**config.mk**
```make
export PLATFORM = sky130hd
export DESIGN_NAME = alu_seq_ctrl_flat
export DESIGN_NICKNAME = d
export VERILOG_FILES = /design/src/rtl/alu_pkg.sv /design/src/rtl/alu_seq_ctrl_if.sv /design/src/rtl/alu_cond_eval.sv /design/src/rtl/alu_seq_ctrl.sv /design/src/flat_wrapper.sv
export SDC_FILE = /design/constraint.sdc
export NUM_CORES = 1
export LEC_CHECK = 0
export CORE_MARGIN = 3
export CORE_UTILIZATION = 38
export CTS_CLUSTER_SIZE = 28
export DETAILED_ROUTE_END_ITERATION = 8
export PLACE_DENSITY = 0.83
export SLEW_MARGIN = 20
export SYNTH_ARGS = -nofsm -noshare
export SYNTH_HDL_FRONTEND = slang
export SYNTH_SLANG_ARGS = --single-unit
```
**constraint.sdc**
```tcl
create_clock -name clk_i -period 1.66 [get_ports clk_i]
set_input_delay 0.332 -clock clk_i [delete_from_list [all_inputs] [get_ports clk_i]]
set_output_delay 0.332 -clock clk_i [all_outputs]
set_load 0.02 [all_outputs]
```
**src/rtl/alu_pkg.sv**
```systemverilog
// Shared definitions for the ALU sequencing controller: widths, opcodes, flag indices,
// condition codes and FSM state encoding.
package alu_pkg;

  localparam int unsigned WIDTH  = 16;
  localparam int unsigned FLAG_W = 4;
  localparam int unsigned OP_W   = 4;
  localparam int unsigned COND_W = 3;

  localparam logic [OP_W-1:0] OP_ADD = 4'h0;
  localparam logic [OP_W-1:0] OP_SUB = 4'h1;
  localparam logic [OP_W-1:0] OP_AND = 4'h2;
  localparam logic [OP_W-1:0] OP_OR  = 4'h3;
  localparam logic [OP_W-1:0] OP_XOR = 4'h4;
  localparam logic [OP_W-1:0] OP_SLL = 4'h8;
  localparam logic [OP_W-1:0] OP_SLR = 4'h9;
  localparam logic [OP_W-1:0] OP_SRL = 4'hA;
  localparam logic [OP_W-1:0] OP_SRA = 4'hB;
  localparam logic [OP_W-1:0] OP_NON = 4'hF;

  // Flag vector order is {S,Z,C,V}
  localparam int unsigned FLAG_S = 3;
  localparam int unsigned FLAG_Z = 2;
  localparam int unsigned FLAG_C = 1;
  localparam int unsigned FLAG_V = 0;

  localparam logic [COND_W-1:0] COND_ALWAYS = 3'd0;
  localparam logic [COND_W-1:0] COND_EQ     = 3'd1;
  localparam logic [COND_W-1:0] COND_NE     = 3'd2;
  localparam logic [COND_W-1:0] COND_LT     = 3'd3;
  localparam logic [COND_W-1:0] COND_GE     = 3'd4;
  localparam logic [COND_W-1:0] COND_LE     = 3'd5;
  localparam logic [COND_W-1:0] COND_GT     = 3'd6;
  localparam logic [COND_W-1:0] COND_CS     = 3'd7;

  typedef enum logic [1:0] {
    ST_IDLE  = 2'd0,
    ST_ISSUE = 2'd1,
    ST_RESP  = 2'd2
  } state_e;

  function automatic logic op_is_illegal(input logic [OP_W-1:0] op);
    return !(op inside {OP_ADD, OP_SUB, OP_AND, OP_OR, OP_XOR,
                        OP_SLL, OP_SLR, OP_SRL, OP_SRA, OP_NON});
  endfunction

endpackage

```
**src/rtl/alu_seq_ctrl_if.sv**
```systemverilog
// Command/response bundle between the decode stage (master) and the ALU controller (slave).
interface alu_seq_ctrl_if;
  import alu_pkg::*;

  logic                 cmd_valid;
  logic                 cmd_ready;
  logic [OP_W-1:0]      cmd_op;
  logic [WIDTH-1:0]     cmd_a;
  logic [WIDTH-1:0]     cmd_b;
  logic [COND_W-1:0]    cmd_cond;

  logic                 res_valid;
  logic                 res_ready;
  logic [WIDTH-1:0]     res_data;
  logic [FLAG_W-1:0]    res_flags;
  logic                 res_cond;
  logic                 res_illegal;

  modport master (
    output cmd_valid, cmd_op, cmd_a, cmd_b, cmd_cond, res_ready,
    input  cmd_ready, res_valid, res_data, res_flags, res_cond, res_illegal
  );

  modport slave (
    input  cmd_valid, cmd_op, cmd_a, cmd_b, cmd_cond, res_ready,
    output cmd_ready, res_valid, res_data, res_flags, res_cond, res_illegal
  );

endinterface

```
**src/rtl/alu_cond_eval.sv**
```systemverilog
// Combinational condition evaluator: maps a {S,Z,C,V} flag vector and a condition code to a verdict.
module alu_cond_eval
  import alu_pkg::*;
(
  input  logic [FLAG_W-1:0] flags_i,
  input  logic [COND_W-1:0] cond_i,
  output logic              verdict_o
);

  logic lt_c;

  always_comb begin
    verdict_o = 1'b0;
    lt_c      = flags_i[FLAG_S] ^ flags_i[FLAG_V];
    case (cond_i)
      COND_ALWAYS: verdict_o = 1'b1;
      COND_EQ:     verdict_o = flags_i[FLAG_Z];
      COND_NE:     verdict_o = !flags_i[FLAG_Z];
      COND_LT:     verdict_o = lt_c;
      COND_GE:     verdict_o = !lt_c;
      COND_LE:     verdict_o = flags_i[FLAG_Z] | lt_c;
      COND_GT:     verdict_o = !flags_i[FLAG_Z] & !lt_c;
      COND_CS:     verdict_o = flags_i[FLAG_C];
      default:     verdict_o = 1'b0;
    endcase
  end

endmodule

```
**src/rtl/alu_seq_ctrl.sv**
```systemverilog
// Initiator for the 16-bit combinational ALU: one command in, one registered response out.
// Optional condition evaluation is built when ALU_SEQ_COND_EN is defined.
module alu_seq_ctrl
  import alu_pkg::*;
(
  input  logic              clk_i,
  input  logic              rst_ni,
  alu_seq_ctrl_if.slave     bus,
  output logic [WIDTH-1:0]  alu_a_o,
  output logic [WIDTH-1:0]  alu_b_o,
  output logic [OP_W-1:0]   alu_s_o,
  input  logic [WIDTH-1:0]  alu_y_i,
  input  logic [FLAG_W-1:0] alu_f_i
);

  state_e              state_q, state_d;
  logic [OP_W-1:0]     op_q, op_d;
  logic [WIDTH-1:0]    a_q, a_d;
  logic [WIDTH-1:0]    b_q, b_d;
  logic [WIDTH-1:0]    res_data_q, res_data_d;
  logic [FLAG_W-1:0]   flags_q, flags_d;
  logic                res_cond_q, res_cond_d;
  logic                res_ill_q, res_ill_d;
  logic [FLAG_W-1:0]   new_flags_c;
  logic                cond_c;

  // NON leaves the flag register untouched, so conditions see the old flags
  assign new_flags_c = (op_q == OP_NON) ? flags_q : alu_f_i;

`ifdef ALU_SEQ_COND_EN
  logic [COND_W-1:0]   cond_q, cond_d;

  alu_cond_eval u_cond_eval (
    .flags_i   (new_flags_c),
    .cond_i    (cond_q),
    .verdict_o (cond_c)
  );
`else
  logic unused_cond;
  assign unused_cond = ^bus.cmd_cond;
  assign cond_c      = 1'b0;
`endif

  always_comb begin
    state_d    = state_q;
    op_d       = op_q;
    a_d        = a_q;
    b_d        = b_q;
    res_data_d = res_data_q;
    flags_d    = flags_q;
    res_cond_d = res_cond_q;
    res_ill_d  = res_ill_q;
`ifdef ALU_SEQ_COND_EN
    cond_d     = cond_q;
`endif
    case (state_q)
      ST_IDLE: begin
        if (bus.cmd_valid) begin
          op_d    = bus.cmd_op;
          a_d     = bus.cmd_a;
          b_d     = bus.cmd_b;
`ifdef ALU_SEQ_COND_EN
          cond_d  = bus.cmd_cond;
`endif
          state_d = ST_ISSUE;
        end
      end
      ST_ISSUE: begin
        res_data_d = (op_q == OP_NON) ? WIDTH'(0) : alu_y_i;
        flags_d    = new_flags_c;
        res_cond_d = cond_c;
        res_ill_d  = op_is_illegal(op_q);
        state_d    = ST_RESP;
      end
      ST_RESP: begin
        if (bus.res_ready) state_d = ST_IDLE;
      end
      default: state_d = ST_IDLE;
    endcase
  end

  always_ff @(posedge clk_i) begin
    if (!rst_ni) begin
      state_q    <= ST_IDLE;
      op_q       <= OP_NON;
      a_q        <= '0;
      b_q        <= '0;
      res_data_q <= '0;
      flags_q    <= '0;
      res_cond_q <= 1'b0;
      res_ill_q  <= 1'b0;
`ifdef ALU_SEQ_COND_EN
      cond_q     <= COND_ALWAYS;
`endif
    end else begin
      state_q    <= state_d;
      op_q       <= op_d;
      a_q        <= a_d;
      b_q        <= b_d;
      res_data_q <= res_data_d;
      flags_q    <= flags_d;
      res_cond_q <= res_cond_d;
      res_ill_q  <= res_ill_d;
`ifdef ALU_SEQ_COND_EN
      cond_q     <= cond_d;
`endif
    end
  end

  // Select is only live while issuing; operands simply hold
  assign alu_s_o         = (state_q == ST_ISSUE) ? op_q : OP_NON;
  assign alu_a_o         = a_q;
  assign alu_b_o         = b_q;

  assign bus.cmd_ready   = (state_q == ST_IDLE) & rst_ni;
  assign bus.res_valid   = (state_q == ST_RESP);
  assign bus.res_data    = res_data_q;
  assign bus.res_flags   = flags_q;
  assign bus.res_cond    = res_cond_q;
  assign bus.res_illegal = res_ill_q;

endmodule

```
**src/flat_wrapper.sv**
```systemverilog
// flat-port wrapper written by rule: the top's interface ports become plain ports
module alu_seq_ctrl_flat import alu_pkg::*;
  (clk_i, rst_ni, alu_a_o, alu_b_o, alu_s_o, alu_y_i, alu_f_i, bus_cmd_valid, bus_cmd_op, bus_cmd_a, bus_cmd_b, bus_cmd_cond, bus_res_ready, bus_cmd_ready, bus_res_valid, bus_res_data, bus_res_flags, bus_res_cond, bus_res_illegal);
  alu_seq_ctrl_if bus_i ();
  input  logic clk_i;
  input  logic rst_ni;
  output logic [WIDTH-1:0] alu_a_o;
  output logic [WIDTH-1:0] alu_b_o;
  output logic [OP_W-1:0] alu_s_o;
  input  logic [WIDTH-1:0] alu_y_i;
  input  logic [FLAG_W-1:0] alu_f_i;
  input wire logic [$bits(bus_i.cmd_valid)-1:0] bus_cmd_valid;
  input wire logic [$bits(bus_i.cmd_op)-1:0] bus_cmd_op;
  input wire logic [$bits(bus_i.cmd_a)-1:0] bus_cmd_a;
  input wire logic [$bits(bus_i.cmd_b)-1:0] bus_cmd_b;
  input wire logic [$bits(bus_i.cmd_cond)-1:0] bus_cmd_cond;
  input wire logic [$bits(bus_i.res_ready)-1:0] bus_res_ready;
  output wire logic [$bits(bus_i.cmd_ready)-1:0] bus_cmd_ready;
  output wire logic [$bits(bus_i.res_valid)-1:0] bus_res_valid;
  output wire logic [$bits(bus_i.res_data)-1:0] bus_res_data;
  output wire logic [$bits(bus_i.res_flags)-1:0] bus_res_flags;
  output wire logic [$bits(bus_i.res_cond)-1:0] bus_res_cond;
  output wire logic [$bits(bus_i.res_illegal)-1:0] bus_res_illegal;
  assign bus_i.cmd_valid = bus_cmd_valid;
  assign bus_i.cmd_op = bus_cmd_op;
  assign bus_i.cmd_a = bus_cmd_a;
  assign bus_i.cmd_b = bus_cmd_b;
  assign bus_i.cmd_cond = bus_cmd_cond;
  assign bus_i.res_ready = bus_res_ready;
  assign bus_cmd_ready = bus_i.cmd_ready;
  assign bus_res_valid = bus_i.res_valid;
  assign bus_res_data = bus_i.res_data;
  assign bus_res_flags = bus_i.res_flags;
  assign bus_res_cond = bus_i.res_cond;
  assign bus_res_illegal = bus_i.res_illegal;
  alu_seq_ctrl u_core (.clk_i(clk_i), .rst_ni(rst_ni), .bus(bus_i), .alu_a_o(alu_a_o), .alu_b_o(alu_b_o), .alu_s_o(alu_s_o), .alu_y_i(alu_y_i), .alu_f_i(alu_f_i));
endmodule
```
Run 1, placed cells, one colour a class:
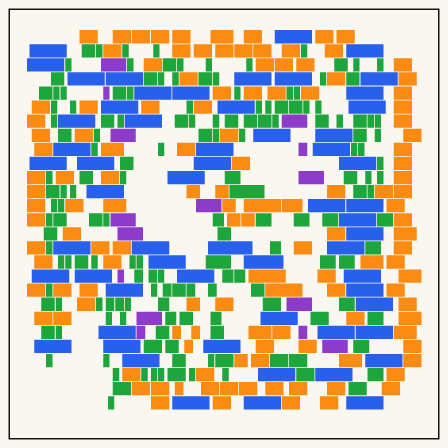
| colour | class | cells | share of their area |
|---|---|---|---|
| orange | remaining buffers and delay cells | 127 | 36% |
| blue | registers | 59 | 33% |
| purple | clock drivers and dummy loads | 15 | 4.5% |
| green | remaining logic cells | 159 | 26% |

Run 1, metal 3:
Scale bar: 20 um.
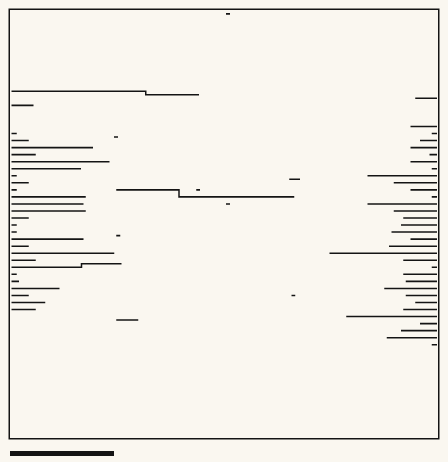
main direction: horizontal
longest straight run: 25.8 um
wire length on this layer: 484 um

Run 1, local utilization:
The die is cut into 8 by 8 equal tiles; white is low, dark blue is high, 0 to 100% covered.
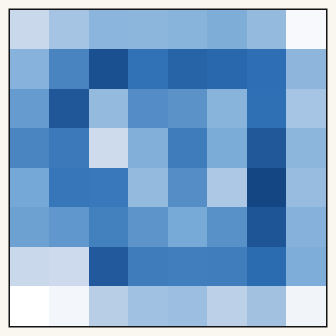
emptiest ninth of the die: lower left
nearly empty tiles: 1.6%
mean over tiles: 52%

==> metrics.cfg, run 1 <==
[floorplanning]
fp_util_pct = 39.8
die_w_um = 82.7
die_ar_um2 = 6840
core_area_um2 = 5610
die_h_um = 82.7
boundaryPins = 123
site_rows = 27

[routing]
detailedRoute.firstPassIterationCount = 6
antenna_violation_net_count_after_detailed_routing = 0

[clock_tree]
clock_sinks = 59
post-cts-setup-buffer-count = 0
cts_root_buf = sky130_fd_sc_hd__clkbuf_8
cts_repair_resize_count = 25
clk_transition_reported_paths_ps = 60
cts_tree = built
ctsHtreeMaxLevel = 3

[setup_path]
crit_path_kind = reg -> out
timing_startpoint_of_the_critical_path = u_core.state_q[0]$_SDFFE_PN0P_
reg2reg_depth = 5
endpoint = bus_res_valid
timing.critical_path.slowest_stage_cell = sky130_fd_sc_hd__dfxtp_4
cell_class_contributing_the_biggest_share_of_worst_path_delay = buffers and inverters
cp_max_fo = 5
critical_path_depth = 3
worstPathCellList = buf_4 -> and2b_2 -> clkdlybuf4s15_2

[sta]
setup_tns_ps = 0
period_needed_ps = 1610
max_clock_freq_ghz = 0.620
rsz_0062_raised_after_global_routing = no
finalHoldViolCount = 0
slew_violations = 0
final.period_utilization_pct = 97.1
holdWs_ps = 452
setup_violations = 0

[logic_synthesis]
synth_flop_count = 59
netlist.top_cell.by_area = sky130_fd_sc_hd__dfxtp_1
synth_top_flop_cell = sky130_fd_sc_hd__dfxtp_1
number_of_unique_standard_cell_types_used_by_synthesis = 30
fp_nets = 299
yosys-stat-area_um2 = 2230
synth-edff-count = 0
yosysCellCount = 236

[cells_and_area]
comb.multi_input.count = 159
insertedDiodeCount = 0
clock_area_share_pct = 4.39
area.share.sequential_pct = 32.5
fraction_of_layout_cells_with_a_size_suffix_above_1_pct = 11.1
multiInputGateArea_um2 = 921
num-nets-final = 419
num-nonclk-inverters = 0
mostFrequentLayoutCell = sky130_fd_sc_hd__clkdlybuf4s50_1
comb_area_share_pct = 25.2
areaGrowthSynthToFinish_pct = 63.2
nonClkBufAreaFrac_pct = 35.4
nonClockBufferCount = 127

[power]
power.share.combinational_pct = 19.6
powerDensity_nw_per_um2 = 897
vdd.ir_drop.worst_v = 0.000588
pwr.group.sequential_w = 0.00155
p_int_w = 0.00242
pwr.group.combinational_w = 0.000642
seq_power_share_pct = 47.4

[flow_run]
number_of_violations_of_the_max_capacitance_limit = 0

[worst_hold_path]
holdPathEnd = u_core.alu_b_o[13]$_SDFFE_PN0P_
hold_path.startpoint = u_core.alu_b_o[13]$_SDFFE_PN0P_
worstHoldPathType = reg -> reg

[run_status]
status = finished, final reports clean

[grt]
all_layer_global_routing_usage_pct = 17.2
grt_pass1_wl_um = 8910
grt_pass1_vias = 1977
grt_max_degree = 50

[placement]
dp_hpwl_um = 4140
globalplace.congestion = 0.657

run 1: stage by stage:
step | total power, W | cell area [um^2] | cells | util (%) | worst slack (ps)
after CTS | 0.00332 | 3620 | 432 | 64.5 | 17.8
final | 0.00327 | 3650 | 432 | 65.0 | 48.3
after global placement | 0.00222 | 3480 | 417 | 62.0 | -426
after floorplan | 0.00189 | 2230 | 236 | - | 369
after global routing | 0.00343 | 3650 | 432 | 65.0 | 1.83
after detailed placement | 0.00224 | 3480 | 417 | 62.0 | -423
run 1: kinds of logic after synthesis:
group | after synthesis | share of synthesized area [%]
AND/OR/NAND/NOR | 104 | 21.2
flip-flops | 59 | 52.9
AND-OR/OR-AND | 50 | 18.0
buffers and inverters | 18 | 5.93
multiplexers | 4 | 1.79
other | 1 | 0.168
run 1: metal layers:
layer / GRT usage (%) / routed length (um) / up-vias
met5: 0 / 0 / -
met4: 8.99 / 112 / 0
met3: 6.62 / 483 / 11
met2: 27.2 / 2710 / 70
met1: 20.2 / 2350 / 935
li1: - / - / 1019
run 1: synthesized netlist by cell type (3+ instances only):
cell type / number
sky130_fd_sc_hd__nand3_1: 6
sky130_fd_sc_hd__clkbuf_1: 4
sky130_fd_sc_hd__or2b_1: 4
sky130_fd_sc_hd__a22o_1: 10
sky130_fd_sc_hd__buf_6: 4
sky130_fd_sc_hd__a21boi_0: 6
sky130_fd_sc_hd__nand2_1: 80
sky130_fd_sc_hd__a21boi_1: 26
sky130_fd_sc_hd__mux2i_1: 4
sky130_fd_sc_hd__buf_2: 4
sky130_fd_sc_hd__dfxtp_1: 59
sky130_fd_sc_hd__buf_4: 3
sky130_fd_sc_hd__a22o_2: 6
==> run 1 -> run 2 <==
- ABC_AREA: default -> 1
Run 2, local utilization:
The die is cut into 8 by 8 equal tiles; white is low, dark blue is high, 0 to 100% covered.
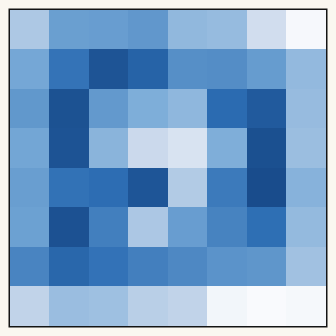
tiles over 75% full: 19%
emptiest ninth of the die: lower right
fullest tile: 89%

==> run 2 against run 1 <==
  * Count of clock-buffer cells in the layout shrank 2
  * Fmax down 0.13%
  * Setup slack got worse by 2.0 ps
  * Register-to-register slack better by 40 ps
  * Synthesized cell count up 22%
  * Via count rose by 9.4%
  * Critical path type unchanged
==> metrics.cfg, run 2 <==
[run_status]
status = finished, final reports clean

[grt]
grt_pass1_vias = 2138  ; +8.1%
grt_max_degree = 41  ; -18%

[placement]
dp_hpwl_um = 4350  ; +5.1%
globalplace.congestion = 0.708  ; +7.9%

[power]
power.share.combinational_pct = 21.8  ; +2.2 points
seq_power_share_pct = 42.9  ; -4.5 points
p_total_w = 0.00368  ; +12%
p_int_w = 0.00265  ; +9.3%

[logic_synthesis]
synth.most_common_cell = sky130_fd_sc_hd__nor2_1
synth_top_flop_cell = sky130_fd_sc_hd__dfxtp_1
netlist.top_cell.by_area = sky130_fd_sc_hd__dfxtp_1
synth-edff-count = 0  ; unchanged

[clock_tree]
cts_tree = built
clk_transition_reported_paths_ps = 70  ; about the same
post-cts-setup-buffer-count = 0  ; unchanged
cts_repair_resize_count = 16  ; -36%
cts_root_buf = sky130_fd_sc_hd__clkbuf_8
clock_sinks = 59  ; unchanged

[cells_and_area]
insertedDiodeCount = 0  ; unchanged
num-nets-final = 471  ; +12%
areaGrowthSynthToFinish_pct = 66.1

[sta]
max_clock_freq_ghz = 0.620  ; -0.13%
holdWs_ps = 464  ; +12.2 ps
final.period_utilization_pct = 97.2  ; +0.12 points
setup_violations = 0  ; unchanged
rsz_0062_raised_after_global_routing = no
setup_tns_ps = 0  ; unchanged

[setup_path]
cp_max_fo = 2  ; -3
timing.critical_path.slowest_stage_cell = sky130_fd_sc_hd__clkdlybuf4s50_1
timing_startpoint_of_the_critical_path = u_core.alu_a_o[8]$_SDFFE_PN0P_
crit_path_kind = reg -> out
critical_path_depth = 1  ; -2
reg2reg_depth = 5  ; unchanged

[floorplanning]
die_w_um = 82.6  ; -0.16%
die_h_um = 82.6  ; -0.16%
fp_util_pct = 40.0  ; +0.11 points
core_area_um2 = 5570  ; -0.60%
site_rows = 27  ; unchanged
boundaryPins = 123  ; unchanged

[worst_hold_path]
worstHoldPathType = reg -> reg
hold_path.startpoint = u_core.bus.res_data[5]$_SDFFE_PN0N_

[routing]
detailedRoute.firstPassIterationCount = 4  ; -2

Run 2, register map, names as in the netlist:
Scale bar: 20 um.
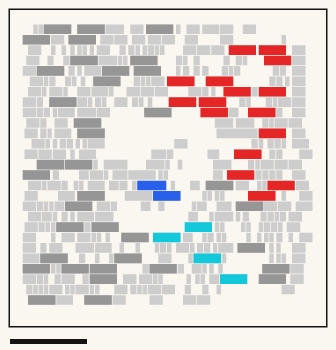
| colour | signal | sequential cells |
|---|---|---|
| red | u_core.bus.res_data | 16 |
| cyan | u_core.op_q | 4 |
| blue | u_core.state_q | 2 |

## run 2: worst min-delay path by stage
stage / endpoint / slack [ps] / cells past startpoint
6_report: u_core.bus.res_data[5]$_SDFFE_PN0N_ / 460 / 2
4_1_cts: u_core.bus.res_data[5]$_SDFFE_PN0N_ / 470 / 2
3_5_place_dp: u_core.bus.res_data[5]$_SDFFE_PN0N_ / 460 / 2
2_1_floorplan: u_core.op_q[2]$_SDFFE_PN1P_ / 450 / 2
3_3_place_gp: u_core.bus.res_data[3]$_SDFFE_PN0N_ / 450 / 2
5_1_grt: u_core.bus.res_data[4]$_SDFFE_PN0N_ / 490 / 2
## run 2: logic make-up (layout without fill, tap and decap cells)
kind of cell | Yosys count | after routing | share of synthesized area [%]
DFF | 59 | 59 | 53.0
other | 1 | 1 | 0.168
and+or+nand+nor | 142 | 142 | 27.1
buffers and inverters | 35 | 159 | 7.70
AOI/OAI and AO/OA | 52 | 52 | 12.0
## run 2: per-layer routing
layer	vias to the layer above	track usage [%]	routed length (um)
met4	0	6.86	38
met1	981	21.1	2450
met5	-	0	0
met3	5	9.54	747
met2	87	29.2	2790
li1	1153	-	-
## run 2: through the flow
| stage | instances | setup slack (ps) | instance area (um^2) |
|---|---|---|---|
| 2_1_floorplan | 289 | 338 | 2230 |
| 3_3_place_gp | 469 | -248 | 3480 |
| 3_5_place_dp | 469 | -263 | 3480 |
| 4_1_cts | 485 | 4.13 | 3670 |
| 5_1_grt | 485 | 0.897 | 3700 |
| 6_report | 485 | 46.2 | 3700 |
## run 2: cell type report
cell class	instances	area, um^2	share of cell area (%)
clock inverter	6	65.1	1.76
clock buffer	10	138	3.72
multi-input combinational	195	877	23.7
timing repair buffer	127	1290	34.8
inverter	16	60.1	1.62
sequential	59	1180	32.0
tap	72	90.1	2.43
==> run 2 -> run 3 <==
==> constraint.sdc (replaced) <==
create_clock -name clk_i -period 1.66 [get_ports clk_i]
set_input_delay 0.498 -clock clk_i [delete_from_list [all_inputs] [get_ports clk_i]]
set_output_delay 0.498 -clock clk_i [all_outputs]
set_load 0.02 [all_outputs]
Run 3, placed cells, one colour a class:
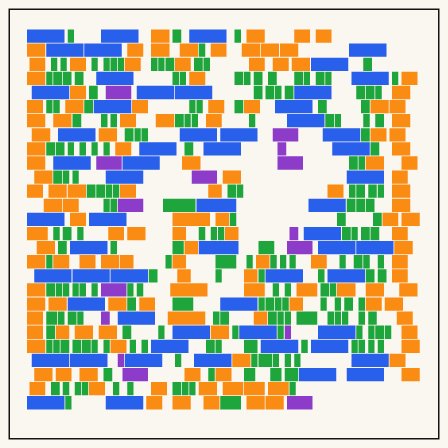
| colour | class | cells | share of their area |
|---|---|---|---|
| green | remaining logic cells | 211 | 27% |
| blue | registers | 59 | 33% |
| orange | remaining buffers and delay cells | 134 | 36% |
| purple | clock drivers and dummy loads | 15 | 4.5% |

==> run 3 against run 2 <==
  * The run now ends with setup timing left
  * Sequential share of layout area increased by 0.34 points
  * Highest routed layer unchanged
  * Clock power shrank 18%
  * Utilization is 0.63 points lower
  * Synthesized cell count did not move
  * Worst hold slack worse by 0.57 ps
  * Combinational power fell by 2.7%
  * Setup slack worse by 87 ps
  * Fmax shrank 5.1%
==> metrics.cfg, run 3 <==
[cells_and_area]
nonClockBufferCount = 134  ; +5.5%
area.share.sequential_pct = 32.3  ; +0.34 points
regArea_um2 = 1180  ; +0.11%
multiInputGateArea_um2 = 892  ; +1.7%
nonClkBufAreaFrac_pct = 34.9  ; +0.094 points
num-nets-final = 478  ; +1.5%
design_area_um2 = 3660  ; -0.95%
comb_area_share_pct = 24.3  ; +0.64 points
comb.multi_input.count = 195  ; unchanged
mostFrequentLayoutCell = sky130_fd_sc_hd__nor2_1
seq_cell_count = 59  ; unchanged
insertedDiodeCount = 0  ; unchanged
clockBufferCount = 12  ; +2

[grt]
grt_max_degree = 41  ; unchanged
grt_pass1_vias = 2141  ; +0.14%
grt.met3_usage_pct = 10.7  ; +1.2 points
grt.met1_usage_pct = 19.3  ; -1.8 points

[run_status]
violated_checks = setup timing
status = finished, violations left

[logic_synthesis]
synth_top_flop_cell = sky130_fd_sc_hd__dfxtp_1
synth-edff-count = 0  ; unchanged
synth.most_common_cell = sky130_fd_sc_hd__nor2_1
netlist.top_cell.by_area = sky130_fd_sc_hd__dfxtp_1

[placement]
dp_hpwl_um = 4390  ; +0.86%
detailed_place.area_um2 = 3540  ; +1.9%
place_ws_ps = -592  ; -329 ps
placedCellCount = 476  ; +1.5%
globalplace.congestion = 0.703  ; -0.69%

[routing]
top_layer = met4
wl_met2_um = 2750  ; -1.5%
route.vias.total = 2244
drt-met1-wl_um = 2270  ; -7.3%
met3RoutedLength_um = 794  ; +6.3%

[floorplanning]
nWellTaps = 72  ; unchanged
boundaryPins = 123  ; unchanged
die_w_um = 82.6  ; unchanged
site_rows = 27  ; unchanged
core_area_um2 = 5570  ; unchanged
die_h_um = 82.6  ; unchanged
fp_util_pct = 40.0  ; unchanged

[worst_hold_path]
hold_path.startpoint = u_core.bus.res_data[15]$_SDFFE_PN0N_
worstHoldPathType = reg -> reg

[sta]
final.period_utilization_pct = 102  ; +5.3 points
post-route-worst-setup-slack_ps = -41.0  ; -87.3 ps
max_clock_freq_ghz = 0.588  ; -5.1%
setup_tns_ps = -41.0  ; -41.0 ps
setup_violations = 1  ; +1
holdWs_ps = 464  ; -0.565 ps
rsz_0062_raised_after_global_routing = yes

[clock_tree]
cts_made_buffers = 9
cts.hold.buffers_added = 0
clock_sinks = 59  ; unchanged
cts_tree = built
post-cts-setup-buffer-count = 0  ; unchanged
cts_root_buf = sky130_fd_sc_hd__clkbuf_8
clk_transition_reported_paths_ps = 60  ; about the same

[power]
p_total_w = 0.00342  ; -7.0%

[setup_path]
timing.critical_path.slowest_stage_cell = sky130_fd_sc_hd__dfxtp_2
reg2reg_depth = 8  ; +3
crit_path_kind = reg -> out
cp_max_fo = 3  ; +1

Run 3, register map, names as in the netlist:
Scale bar: 20 um.
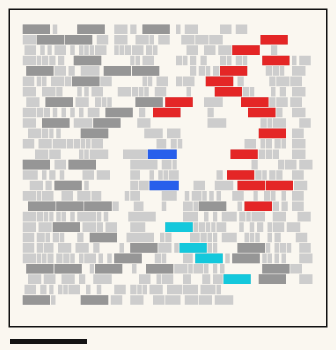
| colour | signal | sequential cells |
|---|---|---|
| red | u_core.bus.res_data | 16 |
| blue | u_core.state_q | 2 |
| cyan | u_core.op_q | 4 |

-- run 3: netlist changes by cell type in the layout (fill, tap and decap cells not counted), moves of 3 or more --
cell                              before  now
sky130_fd_sc_hd__clkdlybuf4s50_1      97   58
sky130_fd_sc_hd__dlygate4sd2_1         0   54
sky130_fd_sc_hd__dlymetal6s2s_1       15    0
sky130_fd_sc_hd__buf_4                 7   13
sky130_fd_sc_hd__nand2_1              35   32
sky130_fd_sc_hd__clkinvlp_4            4    0
sky130_fd_sc_hd__buf_6                 1    6
sky130_fd_sc_hd__clkbuf_2              4    0
-- run 3: power by group --
group	internal [W]	switching (W)
clock	0.000566	0.000499
combinational	0.000364	0.000414
sequential	0.00153	0.0000489
total	0.00246	0.000962
-- run 3: timing repair --
| action | 4_1_cts | 5_1_grt |
|---|---|---|
| resized | 88 | 11 |
| pin swaps | 1 | 1 |
| setup endpoints to repair | 59 | 6 |
-- run 3: worst max path at each step --
stage	from	endpoint	slack, ps	cells after the start
finish	u_core.state_q[0]$_SDFFE_PN0P_	alu_s_o[2]	-40	5
global route	u_core.state_q[0]$_SDFFE_PN0P_	alu_s_o[2]	-120	5
CTS	u_core.state_q[0]$_SDFFE_PN0P_	alu_s_o[2]	-80	5
detailed placement	rst_ni	bus_cmd_ready	-590	4
global placement	rst_ni	bus_cmd_ready	-580	4
floorplan	rst_ni	bus_cmd_ready	140	3
-- run 3: cell families after synthesis --
| family | count (synthesis) | synth area share, % |
|---|---|---|
| compound gates | 52 | 12.0 |
| flops | 59 | 53.0 |
| buf+inv | 35 | 7.70 |
| simple gates | 142 | 27.1 |
| other cells | 1 | 0.168 |
-- run 3: worst min-delay path: stages, from the launching register on --
cell and delay [ps]:
sky130_fd_sc_hd__dfxtp_1 310, sky130_fd_sc_hd__nand2_1 60, sky130_fd_sc_hd__a21oi_1 50

==> gallery <==
Cell outlines without signal wires.
panel A
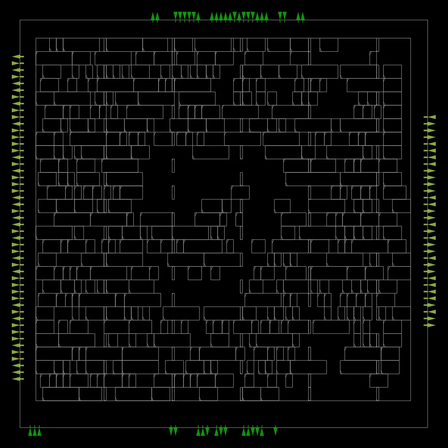
panel B
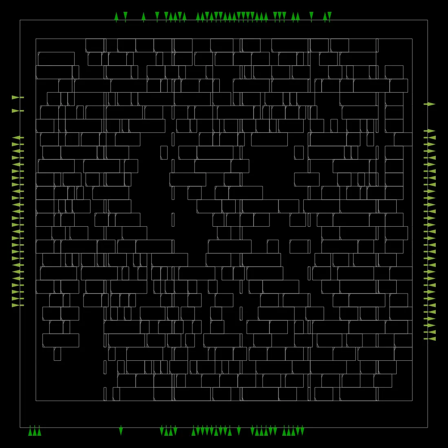
panel A -> run 2
panel B -> run 1

Power and IR drop assume default switching activity.
